===== src/rtl/pwm_capture_if.sv =====
// PWM capture bus: the measured waveform going in and the recovered timing coming out.
// The DUT takes the slave view; whatever drives pwm_in and consumes results takes the master view.
interface pwm_capture_if #(
    parameter int unsigned W = 12
) ();
    logic         pwm_in;
    logic [W-1:0] duty;
    logic [W-1:0] period;
    logic         valid;
    logic         sat;
    logic         stuck_high;
    logic         stuck_low;

    modport slave (
        input  pwm_in,
        output duty,
        output period,
        output valid,
        output sat,
        output stuck_high,
        output stuck_low
    );

    modport master (
        output pwm_in,
        input  duty,
        input  period,
        input  valid,
        input  sat,
        input  stuck_high,
        input  stuck_low
    );
endinterface


===== src/rtl/pwm_capture.sv =====
// PWM capture: measures high time and rising-to-rising period of an asynchronous PWM input
// in clk cycles, with saturation reporting and stuck-high/stuck-low detection.
module pwm_capture #(
    parameter int unsigned W       = 12,
    parameter int unsigned TIMEOUT = 8192
) (
    input logic          clk,
    input logic          rst,
    pwm_capture_if.slave bus
);

    localparam int unsigned IdleW = $clog2(TIMEOUT + 1);

    localparam logic [W:0]       CntOne  = (W + 1)'(1);
    localparam logic [W:0]       CntSat  = (W + 1)'(1) << W;
    localparam logic [IdleW-1:0] IdleOne = IdleW'(1);
    localparam logic [IdleW-1:0] IdleMax = IdleW'(TIMEOUT);

    typedef enum logic [1:0] {
        StWaitRise,
        StHigh,
        StLow
    } state_e;

    // Counters stop at 2^W so the MSB doubles as a sticky overflow marker.
    function automatic logic [W:0] sat_inc(input logic [W:0] c);
        sat_inc = (c == CntSat) ? c : c + CntOne;
    endfunction

    function automatic logic [W-1:0] clip(input logic [W:0] c);
        clip = c[W] ? {W{1'b1}} : c[W-1:0];
    endfunction

    // Synchronizer, edge history and warm-up
    logic       s1_q, s2_q, p_q;
    logic [1:0] prime_q, prime_d;
    logic       primed, rise, fall, sync_edge;

    // Measurement state
    state_e           state_q, state_d;
    logic [W:0]       hi_q, hi_d;
    logic [W:0]       per_q, per_d;
    logic [IdleW-1:0] idle_q, idle_d;
    logic             report, timeout;

    // Registered outputs
    logic [W-1:0] duty_q, duty_d;
    logic [W-1:0] period_q, period_d;
    logic         valid_q, valid_d;
    logic         sat_q, sat_d;
    logic         stuck_high_q, stuck_high_d;
    logic         stuck_low_q, stuck_low_d;

    // Two-flop synchronizer plus history flop for edge detection.
    always_ff @(posedge clk or negedge rst) begin
        if (!rst) begin
            s1_q    <= 1'b0;
            s2_q    <= 1'b0;
            p_q     <= 1'b0;
            prime_q <= 2'd0;
        end else begin
            s1_q    <= bus.pwm_in;
            s2_q    <= s1_q;
            p_q     <= s2_q;
            prime_q <= prime_d;
        end
    end

    // Edges are only trusted once s2 and p both hold real samples, so an input that is
    // already high out of reset does not look like a rising edge.
    always_comb begin
        prime_d   = (prime_q == 2'd3) ? prime_q : prime_q + 2'd1;
        primed    = (prime_q == 2'd3);
        rise      = primed & s2_q & ~p_q;
        fall      = primed & ~s2_q & p_q;
        sync_edge = rise | fall;
    end

    // Idle watchdog: restarts on every synchronized edge, parks at TIMEOUT.
    always_comb begin
        idle_d = idle_q;
        if (sync_edge) begin
            idle_d = '0;
        end else if (idle_q != IdleMax) begin
            idle_d = idle_q + IdleOne;
        end
        timeout = (idle_d == IdleMax);
    end

    // State, counter and watchdog registers.
    always_ff @(posedge clk or negedge rst) begin
        if (!rst) begin
            state_q <= StWaitRise;
            hi_q    <= '0;
            per_q   <= '0;
            idle_q  <= '0;
        end else begin
            state_q <= state_d;
            hi_q    <= hi_d;
            per_q   <= per_d;
            idle_q  <= idle_d;
        end
    end

    // Next-state and counter logic; a rising edge in StLow completes and restarts in one cycle.
    always_comb begin
        state_d = state_q;
        hi_d    = hi_q;
        per_d   = per_q;
        report  = 1'b0;

        unique case (state_q)
            StWaitRise: begin
                if (rise) begin
                    hi_d    = CntOne;
                    per_d   = CntOne;
                    state_d = StHigh;
                end
            end
            StHigh: begin
                per_d = sat_inc(per_q);
                if (fall) begin
                    state_d = StLow;
                end else begin
                    hi_d = sat_inc(hi_q);
                end
            end
            StLow: begin
                if (rise) begin
                    report  = 1'b1;
                    hi_d    = CntOne;
                    per_d   = CntOne;
                    state_d = StHigh;
                end else begin
                    per_d = sat_inc(per_q);
                end
            end
            default: begin
                state_d = StWaitRise;
                hi_d    = '0;
                per_d   = '0;
            end
        endcase

        // Timeout never coincides with an edge, so it cannot swallow a report.
        if (timeout) begin
            state_d = StWaitRise;
            hi_d    = '0;
            per_d   = '0;
        end
    end

    // Output next-state: results latch on completion, stuck flags follow the watchdog.
    always_comb begin
        duty_d       = duty_q;
        period_d     = period_q;
        sat_d        = sat_q;
        valid_d      = report;
        stuck_high_d = timeout & s2_q;
        stuck_low_d  = timeout & ~s2_q;
        if (report) begin
            duty_d   = clip(hi_q);
            period_d = clip(per_q);
            sat_d    = hi_q[W] | per_q[W];
        end
    end

    // Output registers.
    always_ff @(posedge clk or negedge rst) begin
        if (!rst) begin
            duty_q       <= '0;
            period_q     <= '0;
            valid_q      <= 1'b0;
            sat_q        <= 1'b0;
            stuck_high_q <= 1'b0;
            stuck_low_q  <= 1'b0;
        end else begin
            duty_q       <= duty_d;
            period_q     <= period_d;
            valid_q      <= valid_d;
            sat_q        <= sat_d;
            stuck_high_q <= stuck_high_d;
            stuck_low_q  <= stuck_low_d;
        end
    end

    assign bus.duty       = duty_q;
    assign bus.period     = period_q;
    assign bus.valid      = valid_q;
    assign bus.sat        = sat_q;
    assign bus.stuck_high = stuck_high_q;
    assign bus.stuck_low  = stuck_low_q;

endmodule

===== src/flat_wrapper.sv =====
// flat-port wrapper written by rule: the top's interface ports become plain ports
module pwm_capture_flat 
#(
    parameter int unsigned W       = 12,
    parameter int unsigned TIMEOUT = 8192
)
  (clk, rst, bus_pwm_in, bus_duty, bus_period, bus_valid, bus_sat, bus_stuck_high, bus_stuck_low);
  pwm_capture_if #(.W(W)) bus_i ();
  input logic clk;
  input logic rst;
  input wire logic [$bits(bus_i.pwm_in)-1:0] bus_pwm_in;
  output wire logic [$bits(bus_i.duty)-1:0] bus_duty;
  output wire logic [$bits(bus_i.period)-1:0] bus_period;
  output wire logic [$bits(bus_i.valid)-1:0] bus_valid;
  output wire logic [$bits(bus_i.sat)-1:0] bus_sat;
  output wire logic [$bits(bus_i.stuck_high)-1:0] bus_stuck_high;
  output wire logic [$bits(bus_i.stuck_low)-1:0] bus_stuck_low;
  assign bus_i.pwm_in = bus_pwm_in;
  assign bus_duty = bus_i.duty;
  assign bus_period = bus_i.period;
  assign bus_valid = bus_i.valid;
  assign bus_sat = bus_i.sat;
  assign bus_stuck_high = bus_i.stuck_high;
  assign bus_stuck_low = bus_i.stuck_low;
  pwm_capture #(.W(W), .TIMEOUT(TIMEOUT)) u_core (.clk(clk), .rst(rst), .bus(bus_i));
endmodule

===== config.mk =====
export PLATFORM = sky130hd
export DESIGN_NAME = pwm_capture_flat
export DESIGN_NICKNAME = d
export VERILOG_FILES = /design/src/rtl/pwm_capture_if.sv /design/src/rtl/pwm_capture.sv /design/src/flat_wrapper.sv
export SDC_FILE = /design/constraint.sdc
export NUM_CORES = 1
export LEC_CHECK = 0
export CAP_MARGIN = 20
export CORE_MARGIN = 5
export CORE_UTILIZATION = 40
export DETAILED_ROUTE_END_ITERATION = 16
export GPL_TIMING_DRIVEN = 1
export SETUP_SLACK_MARGIN = 0.4
export SLEW_MARGIN = 20
export SYNTH_ARGS = -nofsm -noshare
export SYNTH_HDL_FRONTEND = slang
export SYNTH_SLANG_ARGS = --single-unit

===== constraint.sdc =====
create_clock -name clk -period 5 [get_ports clk]
set_clock_uncertainty 0.05 [all_clocks]
set_input_delay 0.75 -clock clk [delete_from_list [all_inputs] [get_ports clk]]
set_output_delay 0.75 -clock clk [all_outputs]
set_load 0.005 [all_outputs]

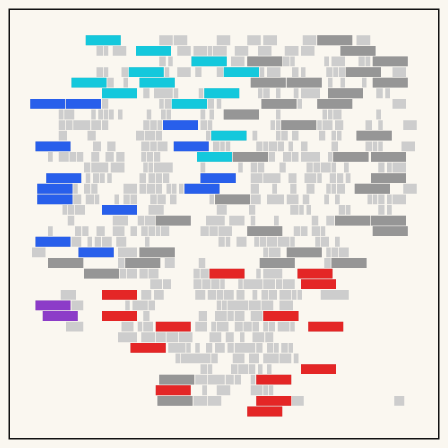
**Above:** run 1 (sequential cells grouped by signal name).
Other sequential cells in the stronger grey, the rest of the logic in the fainter grey.
u_core.hi_q: shown in blue, placed flops 13. u_core.bus.duty: shown in cyan, placed flops 12. u_core.prime_q: shown in purple, placed flops 2. u_core.idle_q: shown in red, placed flops 14.
Another 34 sequential cells are not coloured.

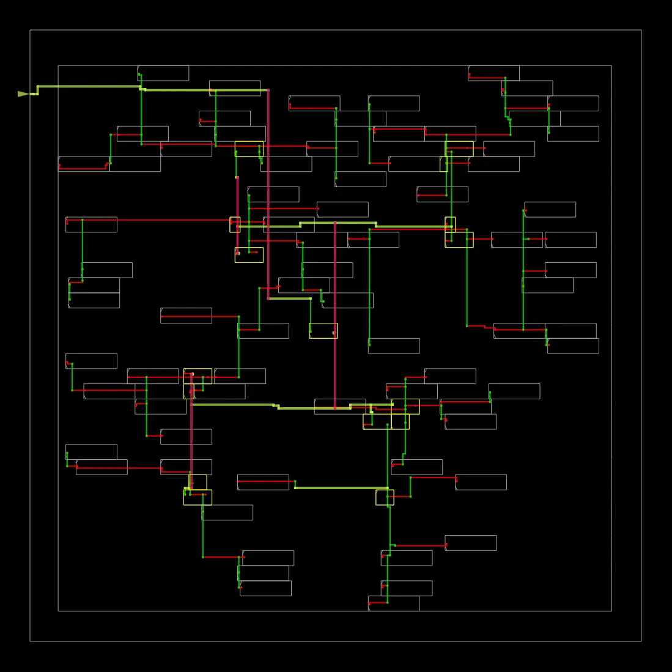
**Above:** run 1 (clock wiring as the flow saved it).
CTS sink count: 75
registers: 75
Clk. pwr: 0.000418 W
clock insertion delay at the later pin of the skew report: 0.35 ns

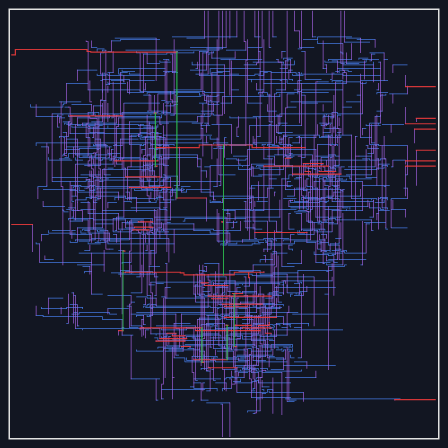
**Above:** run 1 (wiring by layer).
met2: shown in purple, wire length 4,150 um. met4: shown in green, wire length 136 um. met3: shown in red, wire length 451 um. met1: shown in blue, wire length 4,290 um.

==> impl_metrics.py, run 1 <==
# Flow results
metrics = {
    "global_routing": {
        "grt_overflow": 0,
        "track_usage_pct": 16.4,
        "grt_pass1_wl_mm": 15.7,
    },
    "cts": {
        "ctsHoldBuffers": 0,
        "numCtsBuffers": 9,
        "clk_pin_slew_ns": 0.08,
        "ctsRootBufferMaster": "clkbuf_8",
        "h-tree-depth": 3,
    },
    "worst_setup_path": {
        "max_stage_delay_ns": 0.44,
        "critPathKind": "reg2reg",
        "cp-endpoint": "u_core.per_q[7]$_DFFE_PN0P_",
        "critical_path_required_ns": 5.17,
        "cp-end-kind": "register",
        "worstPathCellList": "ha_1 > and4_1 > and2_0 > xnor2_1 > o2111ai_1 > nor4_4 > buf_4 > nor2_1",
        "cp_slowest_cell": "dfrtp_1",
    },
    "power_and_ir_drop": {
        "power_leakage_nw": 1.88,
    },
    "synthesis": {
        "synthSimpleGateAreaFrac_pct": 26.9,
        "ys_area_mm2": 0.00398,
        "adder_share_pct": 2.45,
        "synthArstFlopShare_pct": 100,
        "syn-cell-area_mm2": 0.00398,
        "logic_family": "simple AND/OR/NAND/NOR gates",
        "yosys_most_used_dff": "dfrtp_1",
        "synth-cells-yosys": 461,
        "edf_count": 0,
        "synthDistinctLibCells": 50,
        "ys_top_cells_by_area": "dfrtp_1 47%, nor2_1 9.8%, a21oi_1 6.5%, o21ai_0 2.6%, nand3_1 2.5%",
        "aoi_share_pct": 15.1,
    },
    "job": {
        "cap_violations": 0,
        "warning_count": 29,
    },
    "final_layout": {
        "n_antenna_cell": 0,
        "final_nets": 484,
        "layout_top_cell": "nor2_1",
    },
    "placed_design": {
        "gp_congestion": 0.921,
        "dpl_cell_area_mm2": 0.00435,
        "hpwl_mm": 6.04,
    },
    "routing": {
        "routedWlPerCell_um": 14.8,
        "viasPerCell": 5.42,
        "drt-total-wl_mm": 9.03,
        "vias": 3315,
    },
    "floorplanning": {
        "std_cell_rows": 36,
        "core_mm2": 0.00973,
    },
    "outcome": {
        "outcome": "finished, final reports clean",
    },
    "sta": {
        "finalSetupViolations": 0,
        "period_minus_slack_ns": 2.75,
    },
    "worst_hold_path": {
        "min-delay-start": "u_core.s1_q$_DFF_PN0_",
        "worstHoldEndpoint": "u_core.s2_q$_DFF_PN0_",
    },
}
==> run 1: critical path, delay by kind of cell, from the launching register on <==
kind	cells	cell delay (ns)
AOI/OAI and AO/OA	1	0.23
xor gates and xnor gates	1	0.20
adders and majority gates	1	0.27
buffers and inverters	1	0.37
DFF	1	0.44
and+or+nand+nor	4	1.04
==> run 1: cells by family (layout without fill, tap and decap cells) <==
logic type,after synthesis,count (layout)
AND/OR/NAND/NOR,217,217
AND-OR/OR-AND,103,103
flip-flops,75,75
buffers and inverters,40,58
XOR/XNOR,13,13
adder cells (fa/ha/maj),8,8
multiplexers,5,5
==> run 1: through the flow <==
step           utilization [%]  cells  setup slack [ns]  hold WS [ns]
6_report                  46.6    612              2.25         0.307
5_1_grt                   46.6    612              2.04         0.314
4_1_cts                   46.4    611              2.27         0.308
3_5_place_dp              44.7    595              2.32         0.289
3_3_place_gp              44.7    595              2.38         0.283
2_1_floorplan                -    461              2.73         0.281
==> run 1: synthesized netlist by cell type (2+ instances only) <==
| cell | number |
|---|---|
| nor2_1 | 104 |
| dfrtp_1 | 75 |
| a21oi_1 | 52 |
| clkbuf_1 | 22 |
| o21ai_0 | 21 |
| nand2_1 | 20 |
| nand3_1 | 20 |
| nor3_1 | 12 |
| nor4_1 | 10 |
| and3_1 | 9 |
| buf_2 | 8 |
| inv_1 | 8 |
| nor3b_1 | 8 |
| ha_1 | 7 |
| xor2_1 | 7 |
| nand2b_1 | 6 |
| nand4_1 | 6 |
| xnor2_1 | 6 |
| a22oi_1 | 5 |
| a31oi_1 | 4 |
| nor2b_1 | 4 |
| mux2_2 | 3 |
| nand3b_1 | 3 |
| o211ai_1 | 3 |
| o21a_1 | 3 |
| a21boi_0 | 2 |
| a2bb2oi_1 | 2 |
| a311oi_1 | 2 |
| and2_1 | 2 |
| buf_4 | 2 |
| mux2i_1 | 2 |
| nand3_2 | 2 |
| nor4b_1 | 2 |
| nor4b_2 | 2 |
| o22ai_1 | 2 |
==> run 1: metal layers <==
metal,up-vias,track usage (%),share of wire (%)
met2,93,24.8,46
met1,1567,23.3,47
met4,0,5.79,1.5
met3,17,3.29,5.0
met5,-,0,0
li1,1638,-,-
==> run 1: registers in the layout, summed over array words and instances, names as in the netlist <==
register and count:
u_core.s2_q 1, u_core.p_q 1, u_core.prime_q 2, u_core.bus.valid 1
u_core.bus.duty 12, u_core.bus.stuck_low 1, u_core.hi_q 13, u_core.bus.sat 1
u_core.bus.stuck_high 1, u_core.idle_q 14, u_core.state_q 2, u_core.s1_q 1
u_core.bus.period 12, u_core.per_q 13
==> run 1: power breakdown <==
part / total [W] / internal (W) / switching (W) / leakage, nW
Combinational: 0.000678 / 0.000350 / 0.000328 / 0.822
Clock: 0.000418 / 0.000181 / 0.000237 / 0.0904
Sequential: 0.000848 / 0.000740 / 0.000108 / 0.971
==> run 1: area by class of cell <==
class	instances	area, um^2
multi-input combinational	346	1950
sequential	75	1880
clock buffer	10	128
fill	957	5190
inverter	8	30.0
clock inverter	6	41.3
tap	133	166
timing repair buffer	34	340
**Run 1: gate-type map**

Bar = 20 um.
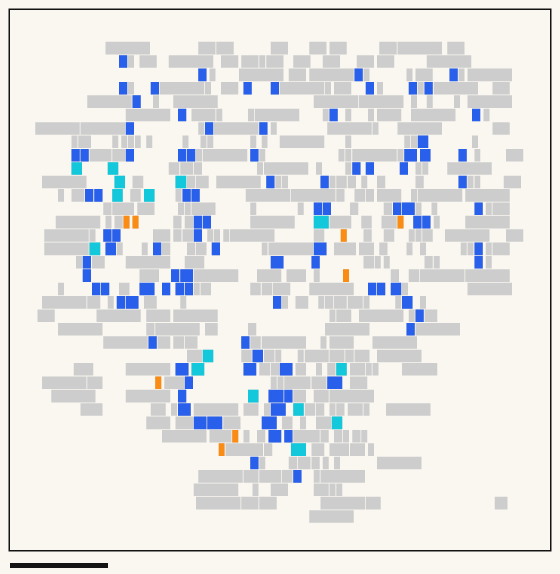

## Run 2: what changed since run 1
- clock period: 5 -> 2.8 ns (I/O delays scaled with it)
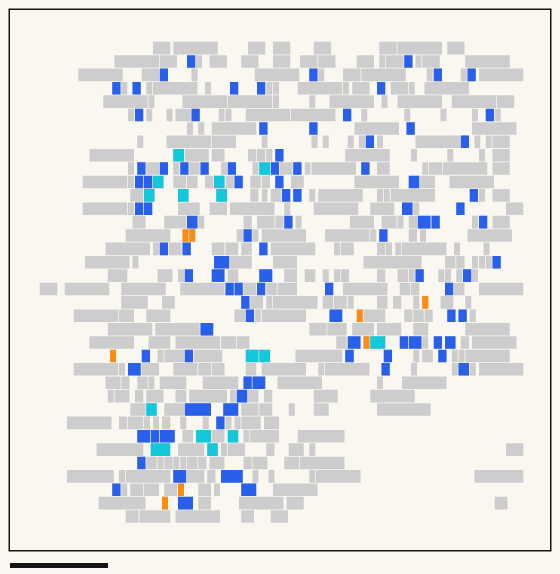
**Above:** run 2 (gate-type map).
Bar = 20 um.
inverting AOI/OAI gates: shown in blue, cells 97, most used a21oi_1. AND and OR gates: shown in cyan, cells 15, most used and3_1. inverters: shown in orange, cells 8, most used inv_1.

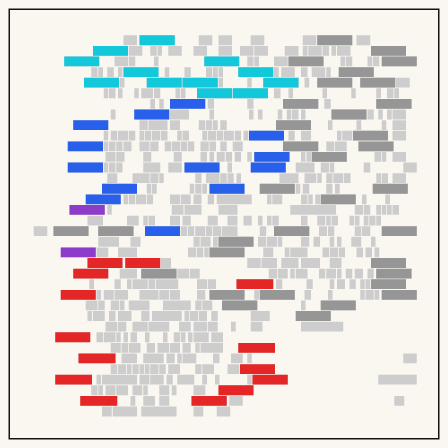
**Above:** run 2 (sequential cells grouped by signal name).
Other sequential cells in the stronger grey, the rest of the logic in the fainter grey.
u_core.prime_q: shown in purple, placed flops 2. u_core.idle_q: shown in red, placed flops 14. u_core.hi_q: shown in blue, placed flops 13. u_core.bus.duty: shown in cyan, placed flops 12.

==> run 2 against run 1 <==
Compared with the run above: final cell count rose by 2.5%; critical endpoint is now u_core.bus.stuck_high$_DFF_PN0_; power up 88%; clock power rose by 110%; non-clock buffer count rose by 15; sequential power increased by 79%; register-to-register slack worse by 1.8 ns; core utilization grew 3.2 points; routed wire length rose by 3.3%; critical path type unchanged.
==> impl_metrics.py, run 2 <==
# Flow results
metrics = {
    "outcome": {
        "outcome": "finished, final reports clean",
    },
    "synthesis": {
        "most_common_cell": "nor2_1",
        "synth-cells-yosys": 461,
        "synthArstFlopShare_pct": 100,
        "top_cells_by_count": "104 x nor2_1, 75 x dfrtp_1, 52 x a21oi_1, 22 x clkbuf_1, 21 x o21ai_0",
        "syn-cell-area_mm2": 0.00398,
        "ys_seq_share_pct": 47.2,
        "ys_area_mm2": 0.00398,
        "synthDistinctLibCells": 50,
        "yosys_most_used_dff": "dfrtp_1",
        "edf_count": 0,
        "top_area_share_pct": 47.2,
        "synthCells": 461,
        "syn_avg_cell_area_um2": 8.63,
        "synth-seq-cells": 75,
        "ys_top_cells_by_area": "dfrtp_1 47%, nor2_1 9.8%, a21oi_1 6.5%, o21ai_0 2.6%, nand3_1 2.5%",
    },
    "floorplanning": {
        "initCoreUtil_pct": 40.9,
        "dieArea_mm2": 0.0120,
        "die_x_um": 110,
        "std_cell_rows": 36,
        "core_mm2": 0.00973,
    },
    "final_layout": {
        "drive_above_1_share_pct": 13.4,
        "layout_top_cell": "nor2_1",
        "final_nets": 499,
        "largest_reg_flops": 14,
        "final-comb-area_mm2": 0.00204,
        "largest-register": "u_core.idle_q",
        "n_antenna_cell": 0,
        "area_delta_synth_final_pct": 21.7,
        "seq_area_mm2": 0.00188,
        "reg_top3": "u_core.idle_q (14), u_core.hi_q (13), u_core.per_q (13)",
        "fillers": 935,
    },
    "power_and_ir_drop": {
        "power_leakage_nw": 2.00,
        "power.internal_w": 0.00241,
        "pwr-share-seq_pct": 41.5,
        "comb_power_share_pct": 34.4,
        "swShare_pct": 34.2,
        "report.power.total_w": 0.00366,
        "vdd_drop_max_mv": 0.308,
        "pwr-share-clk_pct": 24.1,
        "switching_power_w": 0.00125,
    },
    "global_routing": {
        "track_usage_pct": 16.2,
        "grt_overflow": 0,
        "grt_antenna_before_repair": 0,
        "grt_pass1_wl_mm": 15.6,
    },
    "sta": {
        "period_minus_slack_ns": 2.32,
        "finalSetupViolations": 0,
        "drv_slew": 0,
        "clock.fmax_mhz": 432,
        "rsz0062_at_grt": "no",
    },
    "worst_setup_path": {
        "r2r_setup_slack_ns": 0.48,
        "critPathKind": "reg2reg",
        "cp.arrival_ns": 2.55,
        "cp-end-kind": "register",
        "r2r_start": "u_core.idle_q[0]$_DFF_PN0_",
        "critical_path_required_ns": 3.03,
    },
    "placed_design": {
        "io_buffers": 30,
        "gp_congestion": 0.879,
        "hpwl_mm": 6.02,
    },
    "routing": {
        "postRouteAntennaNets": 0,
        "viasPerCell": 5.39,
        "vias": 3377,
        "routedWlPerCell_um": 14.9,
        "drt-total-wl_mm": 9.33,
        "initialDrtViolationCount": 329,
    },
    "worst_hold_path": {
        "min_path_cells": 0,
        "hp-class": "reg2reg",
        "min-delay-start": "u_core.s1_q$_DFF_PN0_",
        "worstHoldEndpoint": "u_core.s2_q$_DFF_PN0_",
    },
    "cts": {
        "cts_tree": "yes",
        "clock_latency_ns": 0.36,
        "clock_path_buffers": 2,
        "numCtsBuffers": 9,
        "clk_pin_slew_ns": 0.08,
        "h-tree-depth": 3,
        "ctsRootBufferMaster": "clkbuf_8",
        "cts.sinks": 75,
    },
    "job": {
        "warning_count": 29,
        "cap_violations": 0,
    },
}
run 2: per-layer routing:
layer  vias to the layer above  part of all wire, %  wire [um]  global-route usage [%]
met2                        67                   48       4440                    25.0
met5                         -                    0          0                       0
met3                        11                  4.3        402                    2.94
li1                       1670                    -          -                       -
met4                         0                  1.1        104                    5.61
met1                      1629                   47       4380                    22.8
run 2: logic make-up (layout without fill, tap and decap cells):
family	after synthesis	count (layout)	synth area share, %
mux	5	5	1.35
compound gates	103	103	15.1
fa+ha+maj	8	8	2.45
xor+xnor	13	13	2.86
flops	75	75	47.2
simple gates	217	217	26.9
buf+inv	40	73	4.21
run 2: how the worst max path moves through the flow:
stage	endpoint	cells past startpoint	from
floorplan	u_core.hi_q[0]$_DFFE_PN0P_	9	u_core.idle_q[0]$_DFF_PN0_
global placement	u_core.bus.stuck_high$_DFF_PN0_	8	u_core.idle_q[0]$_DFF_PN0_
detailed placement	u_core.bus.stuck_high$_DFF_PN0_	8	u_core.idle_q[0]$_DFF_PN0_
CTS	u_core.bus.stuck_high$_DFF_PN0_	10	u_core.idle_q[0]$_DFF_PN0_
global route	u_core.bus.stuck_high$_DFF_PN0_	9	u_core.idle_q[1]$_DFF_PN0_
finish	u_core.bus.stuck_high$_DFF_PN0_	10	u_core.idle_q[0]$_DFF_PN0_
run 2: final cells by class:
| class | count | area share [%] |
|---|---|---|
| repair buffers | 49 | 10.7 |
| inverters | 8 | 0.620 |
| well taps | 133 | 3.44 |
| flip-flops and latches | 75 | 38.9 |
| multi-input cells | 346 | 42.1 |
| clock buffers | 9 | 2.56 |
| clock inverters | 7 | 1.70 |
run 2: worst max-delay path, stage by stage (launching register included):
cell and delay, ns:
dfrtp_2 0.47, inv_2 0.11, ha_4 0.13, nor4b_2 0.17
nand4_1 0.16, mux2i_1 0.24, o2111ai_2 0.16, nor4_4 0.32
buf_4 0.21, buf_12 0.12, and2_1 0.12
run 2: repair_timing:
action / CTS / global route
pin swaps: 2 / 7
setup buffers: 1 / 5
cloned: 1 / 1
setup endpoints to repair: 30 / 30
hold buffers: 0 / 1
endpoints found under the hold margin: 0 / 17
resized: 6 / 20
run 2: stage by stage:
stage               util, %  hold slack, ns  instances  cell area (um^2)  setup WS (ns)
CTS                    48.0           0.203        619              4670          0.404
global route           49.8           0.319        627              4840          0.378
floorplan                 -          0.0744        461              3980          0.532
finish                 49.8           0.302        627              4840          0.484
detailed placement     45.3           0.289        601              4400          0.319
global placement       45.3           0.290        601              4400          0.416
run 2: power groups by stage:
stage               logic [W]  registers, W  clock network, W
detailed placement    0.00123       0.00154                 0
finish                0.00126       0.00152          0.000881
CTS                   0.00124       0.00152          0.000910
global placement      0.00121       0.00153                 0
floorplan            0.000694       0.00149                 0
global route          0.00142       0.00156          0.000948
Power figures rest on the tool's default switching activity, not on a simulated workload.
